floorplan.png
Pins as bars on the die edge.
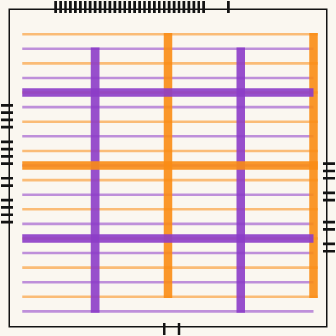
class_map.png
The bar under the picture is 20 um long.
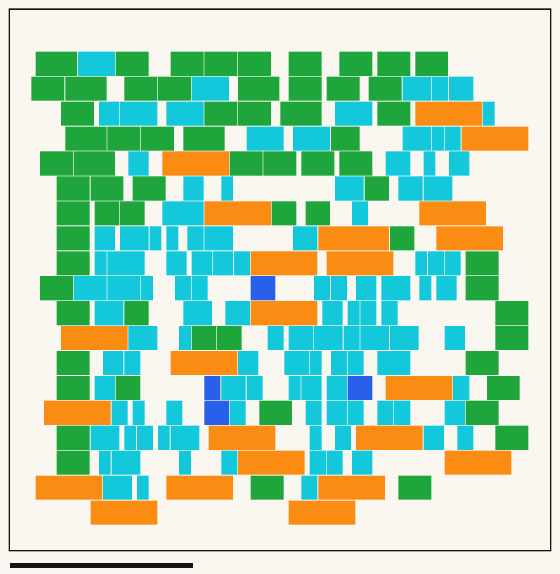
clock_wires.png
The bar under the picture is 20 um long.
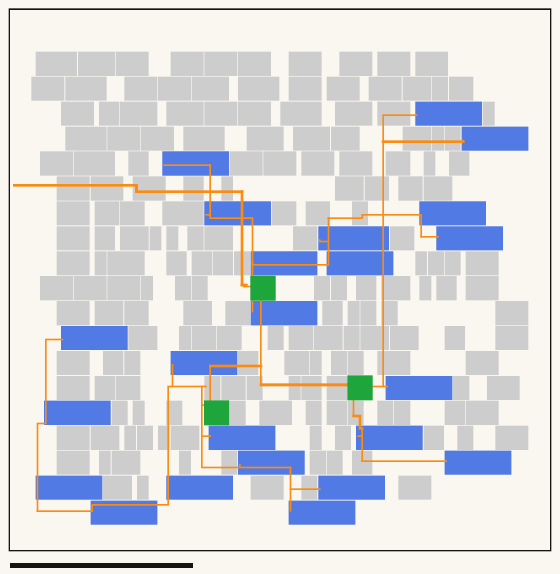
layers.png
Two of the layers only.
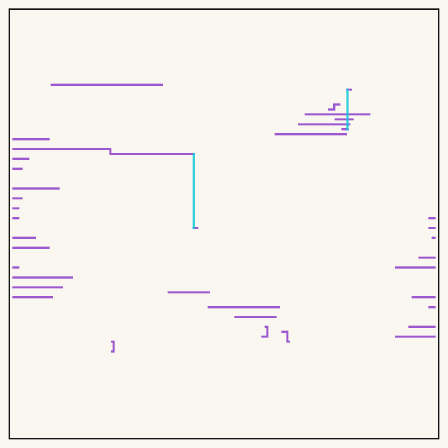
clock_nets.png
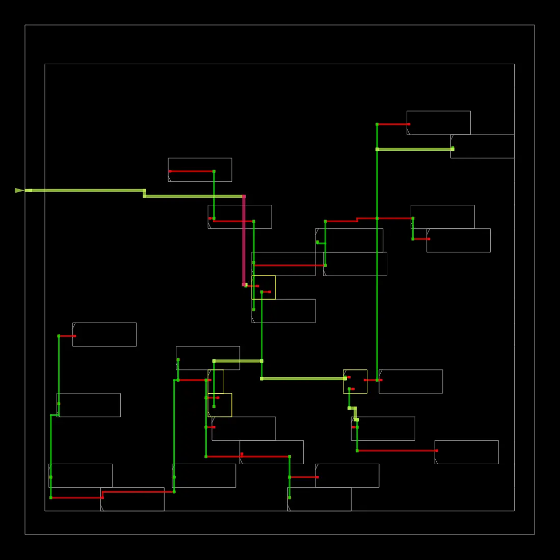
**config.mk**
```make
export PLATFORM = sky130hd
export DESIGN_NAME = pixel_source_arbiter
export DESIGN_NICKNAME = d
export VERILOG_FILES = /design/src/rtl/pixel_source_arbiter_pkg.sv /design/src/rtl/pixel_source_arbiter_frame_counter.sv /design/src/rtl/pixel_source_arbiter.sv
export SDC_FILE = /design/constraint.sdc
export NUM_CORES = 1
export LEC_CHECK = 0
export CORE_MARGIN = 2
export CORE_UTILIZATION = 40
export DETAILED_ROUTE_END_ITERATION = 16
export MAX_ROUTING_LAYER = met4
export PLACE_DENSITY = 0.77
export SYNTH_ARGS = -nofsm -noshare
export SYNTH_HDL_FRONTEND = slang
export SYNTH_SLANG_ARGS = --single-unit
export TNS_END_PERCENT = 10
```
**constraint.sdc**
```tcl
create_clock -name pixel_clk -period 2.4 [get_ports pixel_clk]
set_clock_uncertainty 0.05 [all_clocks]
set_input_delay 0.48 -clock pixel_clk [delete_from_list [all_inputs] [get_ports pixel_clk]]
set_output_delay 0.48 -clock pixel_clk [all_outputs]
set_load 0.02 [all_outputs]
```
**src/rtl/pixel_source_arbiter_pkg.sv**
```systemverilog
// ---------------------------------------------------------------------------
// pixel_source_arbiter_pkg
//   Shared video constants for the display path: the default frame size
//   (800x600) and the grant encodings of the pixel source arbiter.
// ---------------------------------------------------------------------------
package pixel_source_arbiter_pkg;

    // 800 x 600 pixels per frame.
    localparam int FRAME_PIXELS_DEFAULT = 480000;

    // Grant state of the arbiter. The encoding equals the granted source index.
    typedef enum logic {
        GRANT0 = 1'b0,
        GRANT1 = 1'b1
    } grant_e;

endpackage

```
**src/rtl/pixel_source_arbiter_frame_counter.sv**
```systemverilog
// ---------------------------------------------------------------------------
// pixel_frame_counter
//   Counts accepted pixel beats within a frame and wraps after the last pixel.
//
//   Ports:
//     clk   - pixel clock
//     rst   - synchronous, active-high reset (count returns to 0)
//     beat  - one accepted pixel this cycle
//     count - pixels of the current frame already accepted (registered)
//     last  - count is at the last pixel position of the frame
// ---------------------------------------------------------------------------
module pixel_frame_counter
    import pixel_source_arbiter_pkg::*;
#(
    parameter int FRAME_PIXELS = FRAME_PIXELS_DEFAULT,
    parameter int CNT_W        = $clog2(FRAME_PIXELS)
) (
    input  logic             clk,
    input  logic             rst,
    input  logic             beat,
    output logic [CNT_W-1:0] count,
    output logic             last
);

    localparam logic [CNT_W-1:0] LAST_CNT = CNT_W'(FRAME_PIXELS - 1);

    assign last = (count == LAST_CNT);

    always_ff @(posedge clk) begin
        if (rst) begin
            count <= '0;
        end else if (beat) begin
            count <= last ? '0 : count + CNT_W'(1);
        end
    end

endmodule

```
**src/rtl/pixel_source_arbiter.sv**
```systemverilog
// ---------------------------------------------------------------------------
// pixel_source_arbiter
//   Shares the pixel FIFO enqueue port between two pixel-stream producers.
//   Exactly one producer is forwarded at a time; the grant only changes on a
//   frame boundary so no frame is ever built from two sources.
//
//   Handshake: a stream transfers one beat in every cycle where valid and
//   ready are both 1. The granted source sees enq_ready as its ready with
//   zero latency, and its data/valid are muxed straight onto enq_*.
//
//   Ports:
//     pixel_clk, rst            - clock, synchronous active-high reset
//     src0_* / src1_*           - producer streams (data, valid, ready)
//     sel_req, sel_src          - one-cycle switch request and its target
//     alt_mode                  - toggle the grant at every frame boundary
//     enq_data/valid/ready      - FIFO enqueue port
//     active_src                - current grant (this is the FSM state)
//     switch_pending            - a requested switch waits for a boundary
//     frame_done                - pulse the cycle after a frame's last beat
//     pixel_count               - pixels of the current frame accepted
//
//   Build option PIXEL_ARB_DRAIN_EN: the non-granted source is drained
//   (ready = 1, pixels dropped) and tracked by its own frame counter; a
//   switch then waits until both sources sit at a frame start together.
// ---------------------------------------------------------------------------
module pixel_source_arbiter
    import pixel_source_arbiter_pkg::*;
#(
    parameter int WIDTH        = 8,
    parameter int FRAME_PIXELS = FRAME_PIXELS_DEFAULT,
    parameter int CNT_W        = $clog2(FRAME_PIXELS)
) (
    input  logic             pixel_clk,
    input  logic             rst,
    input  logic [WIDTH-1:0] src0_data,
    input  logic             src0_valid,
    output logic             src0_ready,
    input  logic [WIDTH-1:0] src1_data,
    input  logic             src1_valid,
    output logic             src1_ready,
    input  logic             sel_req,
    input  logic             sel_src,
    input  logic             alt_mode,
    output logic [WIDTH-1:0] enq_data,
    output logic             enq_valid,
    input  logic             enq_ready,
    output logic             active_src,
    output logic             switch_pending,
    output logic             frame_done,
    output logic [CNT_W-1:0] pixel_count
);

    grant_e     state_q, state_d;
    logic       pending_q, pending_d;
    logic       target_q, target_d;
    logic       frame_done_q;
    logic       grant_src;

    logic       beat;        // accepted beat of the granted source
    logic       cur_last;    // granted source is at its last pixel
    logic       boundary;    // boundary beat of the granted source
    logic       alt_switch;  // alt_mode may toggle in this cycle
    logic       req_switch;  // a pending request may be applied in this cycle

    assign grant_src = (state_q == GRANT1);

    // Pure mux from the granted source.
    always_comb begin
        enq_data  = grant_src ? src1_data  : src0_data;
        enq_valid = grant_src ? src1_valid : src0_valid;
    end

`ifdef PIXEL_ARB_DRAIN_EN
    logic             beat0, beat1;
    logic [CNT_W-1:0] cnt0, cnt1;
    logic             last0, last1;
    logic             zero0_next, zero1_next;

    assign src0_ready = grant_src ? 1'b1 : enq_ready;
    assign src1_ready = grant_src ? enq_ready : 1'b1;
    assign beat0      = src0_valid & src0_ready;
    assign beat1      = src1_valid & src1_ready;

    // Each counter follows one producer's frame position, granted or not.
    pixel_frame_counter #(.FRAME_PIXELS(FRAME_PIXELS), .CNT_W(CNT_W)) u_cnt0 (
        .clk(pixel_clk), .rst(rst), .beat(beat0), .count(cnt0), .last(last0)
    );
    pixel_frame_counter #(.FRAME_PIXELS(FRAME_PIXELS), .CNT_W(CNT_W)) u_cnt1 (
        .clk(pixel_clk), .rst(rst), .beat(beat1), .count(cnt1), .last(last1)
    );

    assign beat        = grant_src ? beat1 : beat0;
    assign cur_last    = grant_src ? last1 : last0;
    assign pixel_count = grant_src ? cnt1  : cnt0;

    // Both counters will read 0 next cycle: both producers at a frame start.
    assign zero0_next = beat0 ? last0 : (cnt0 == '0);
    assign zero1_next = beat1 ? last1 : (cnt1 == '0);

    assign boundary   = beat & cur_last;
    assign alt_switch = boundary & zero0_next & zero1_next;
    assign req_switch = zero0_next & zero1_next;
`else
    assign src0_ready = ~grant_src & enq_ready;
    assign src1_ready =  grant_src & enq_ready;
    assign beat       = enq_valid & enq_ready;

    pixel_frame_counter #(.FRAME_PIXELS(FRAME_PIXELS), .CNT_W(CNT_W)) u_cnt (
        .clk(pixel_clk), .rst(rst), .beat(beat), .count(pixel_count), .last(cur_last)
    );

    assign boundary   = beat & cur_last;
    assign alt_switch = boundary;
    assign req_switch = boundary;
`endif

    // Next-state logic. A request arriving in the switch cycle itself is
    // folded in first, so it takes part in that cycle's grant decision.
    always_comb begin
        state_d   = state_q;
        pending_d = pending_q;
        target_d  = target_q;

        if (sel_req) begin
            if (sel_src != grant_src) begin
                pending_d = 1'b1;
                target_d  = sel_src;
            end else begin
                pending_d = 1'b0;
            end
        end

        if (alt_mode) begin
            if (alt_switch) begin
                state_d   = grant_src ? GRANT0 : GRANT1;
                pending_d = 1'b0;
            end
        end else if (req_switch && pending_d) begin
            state_d   = target_d ? GRANT1 : GRANT0;
            pending_d = 1'b0;
        end
    end

    always_ff @(posedge pixel_clk) begin
        if (rst) begin
            state_q      <= GRANT0;
            pending_q    <= 1'b0;
            target_q     <= 1'b0;
            frame_done_q <= 1'b0;
        end else begin
            state_q      <= state_d;
            pending_q    <= pending_d;
            target_q     <= target_d;
            frame_done_q <= boundary;
        end
    end

    assign active_src     = grant_src;
    assign switch_pending = pending_q;
    assign frame_done     = frame_done_q;

endmodule

```
==> qor.rpt <==
SYNTH
------------------------------------------------------------------------------------------
Dominant combinational cell family by area after synthesis                    simple AND/OR/NAND/NOR gates
Most frequent cells after synthesis                                           sky130_fd_sc_hd__dfxtp_1, sky130_fd_sc_hd__a21oi_1, sky130_fd_sc_hd__nor2_1
Number of distinct library cells after synthesis                                        35
Mux cell area share                                                                 8.299%
Dominant cell area share                                                            38.17%
Leading area contributor after synthesis                                      sky130_fd_sc_hd__dfxtp_1
# Cells Yosys                                                                          141
Dominant cells by area after synthesis                                        sky130_fd_sc_hd__dfxtp_1, sky130_fd_sc_hd__mux2_2, sky130_fd_sc_hd__a21oi_1, sky130_fd_sc_hd__or3_1, sky130_fd_sc_hd__o21ai_0
Ao+oa area frac                                                                     13.80%
Cell area after technology mapping                                                1206 um2
Number of synthesized flops with an enable pin                                           0
Number of synthesis warnings                                                             0
Synth async-reset ratio                                                                 0%
Post-synthesis xor/xnor area fraction                                               6.535%

POWER AND IR DROP
------------------------------------------------------------------------------------------
Power of the combinational group                                                  0.116 mW
Switching power                                                                  0.1707 mW
Clk network pwr share                                                                26.1%
Post-route total power                                                           0.6882 mW
Portion of total power attributed to sequential cells                                57.0%
Sequential power                                                                  0.392 mW
Top pwr grp                                                                      registers
Pwr/cell area                                                                 361.8 nW/um2
Switching portion of total power                                                    24.80%

CTS
------------------------------------------------------------------------------------------
Root cell of the clock tree                                                   sky130_fd_sc_hd__clkbuf_4
Max Buffers Root-to-Sink                                                                 2
Clock edge transition at the registers on the reported setup and hold paths        0.14 ns
Num CTS Buffers                                                                          3
Quantity of hold-fixing buffers added after cts                                          0
Post-CTS Repair Setup Buffers                                                            0
H-tree depth                                                                             1
Clock tree from TritonCTS                                                            built

CRITICAL PATH
------------------------------------------------------------------------------------------
Critical path buffer and inverter count                                                  3
Critical Path Most Common Cell                                                sky130_fd_sc_hd__clkdlybuf4s50_1
Max Fanout on Critical Path                                                              6
Startpoint of the most critical setup path                                       enq_ready
Required arrival time at the worst endpoint                                        1.87 ns
Critical path type                                                                  in2out
R2R depth                                                                                4
Reg2reg end                                                                   u_cnt.count[17]$_SDFFE_PP0N_
Worst setup path endpoint                                                       src0_ready

FINAL TIMING
------------------------------------------------------------------------------------------
Final count of pins violating max slew                                                   0
Final Hold Violating Endpoints                                                           0
Final setup margin                                                              0.04507 ns
Unrepaired setup endpoints after global routing                                      false
Post-layout min period                                                            2.355 ns
Fmax                                                                             424.6 MHz

WORST HOLD PATH
------------------------------------------------------------------------------------------
Hold Path Cell Cnt                                                                       2
Hold endpoint                                                                 u_cnt.count[18]$_SDFFE_PP0N_

GLOBAL ROUTE
------------------------------------------------------------------------------------------
GRT met3 Usage                                                                      4.176%
Total congestion overflow                                                                0
Global-route wire length before repair                                             5982 um
Vias in the first global route                                                        1325
Grt met2 use                                                                        37.14%
Pin count of the biggest net entering global routing                                    19

FINISH
------------------------------------------------------------------------------------------
Portion of the layout cell area used by non-clock buffers                           34.28%
Top register by number of flip-flops                                           u_cnt.count
Top Layout Cells                                                              sky130_fd_sc_hd__clkdlybuf4s50_1, sky130_fd_sc_hd__dfxtp_1, sky130_fd_sc_hd__a21oi_1, sky130_fd_sc_hd__nor2_1, sky130_fd_sc_hd__buf_4
Count of antenna diodes in the layout                                                    0
Filler-free cell count of the finished design                                          237
Max-area cell class                                                           combinational gates
Share of the final layout cell area in multi-input gates                            37.57%
Final Net Count                                                                        232
Count of fill cells added during filler insertion                                      259
Area of the multi-input gates                                                    714.4 um2
Top cell excl fill/tap                                                        sky130_fd_sc_hd__clkdlybuf4s50_1
Buffers outside the clock class                                                         66
Fraction of final layout cells sized beyond drive strength 1                        11.17%
Non-CTS inverters                                                                        2
Final non-filler cell area                                                        1902 um2
Register fraction of the total cell area                                            24.28%

FLOORPLANNING
------------------------------------------------------------------------------------------
Die Span Y                                                                        58.91 um
Num tapcells                                                                            31
Chip area                                                                         3470 um2
Placeable Area                                                                    2805 um2
Boundary pin count                                                                      57
Number of cell rows                                                                     19
Core Util at FP                                                                     43.00%

DRT
------------------------------------------------------------------------------------------
Number of DRC violations after detailed-routing iteration 0                             66
Aggregate routed wire length                                                       3549 um
Wl on met1                                                                         1564 um
Number of remaining DRC errors                                                           0
Highest routed metal layer                                                            met4

PLACED DESIGN
------------------------------------------------------------------------------------------
Post-detailed-placement half-perimeter wirelength                                  2785 um
IO buf count                                                                            56
RD Place Congestion                                                                 0.8033

JOB
------------------------------------------------------------------------------------------
Number of warnings in the stage logs                                                    26

STATUS
------------------------------------------------------------------------------------------
Outcome                                                                       complete, no violations

About floorplan.png:
legend:
  VSS:
    color: purple
  VDD:
    color: orange
met1 rails: 20
signal pins: 57
met4 straps: 4

About class_map.png:
legend:
  registers:
    color: orange
    cells: 23
    share_of_their_area: 25%
  remaining buffers and delay cells:
    color: green
    cells: 66
    share_of_their_area: 35%
  remaining logic cells:
    color: cyan
    cells: 113
    share_of_their_area: 39%
  clock drivers and dummy loads:
    color: blue
    cells: 4
    share_of_their_area: 1.5%

About clock_wires.png:
legend:
  clock-net drivers:
    color: green
    count: 3
  flip-flops:
    color: blue
    count: 23
  clock wires:
    color: orange
    length: 272 um
routed clock nets: 4

About layers.png:
legend:
  M3:
    color: purple
    wire_length: 165 um
  M4:
    color: cyan
    wire_length: 15.6 um

About clock_nets.png:
power in the clock group: 0.180 mW
later-pin clock latency in the skew report: 0.32 ns
count of clock tree sinks: 23
Clock buffer cells: 3

Power is estimated from default activity; no workload was simulated.
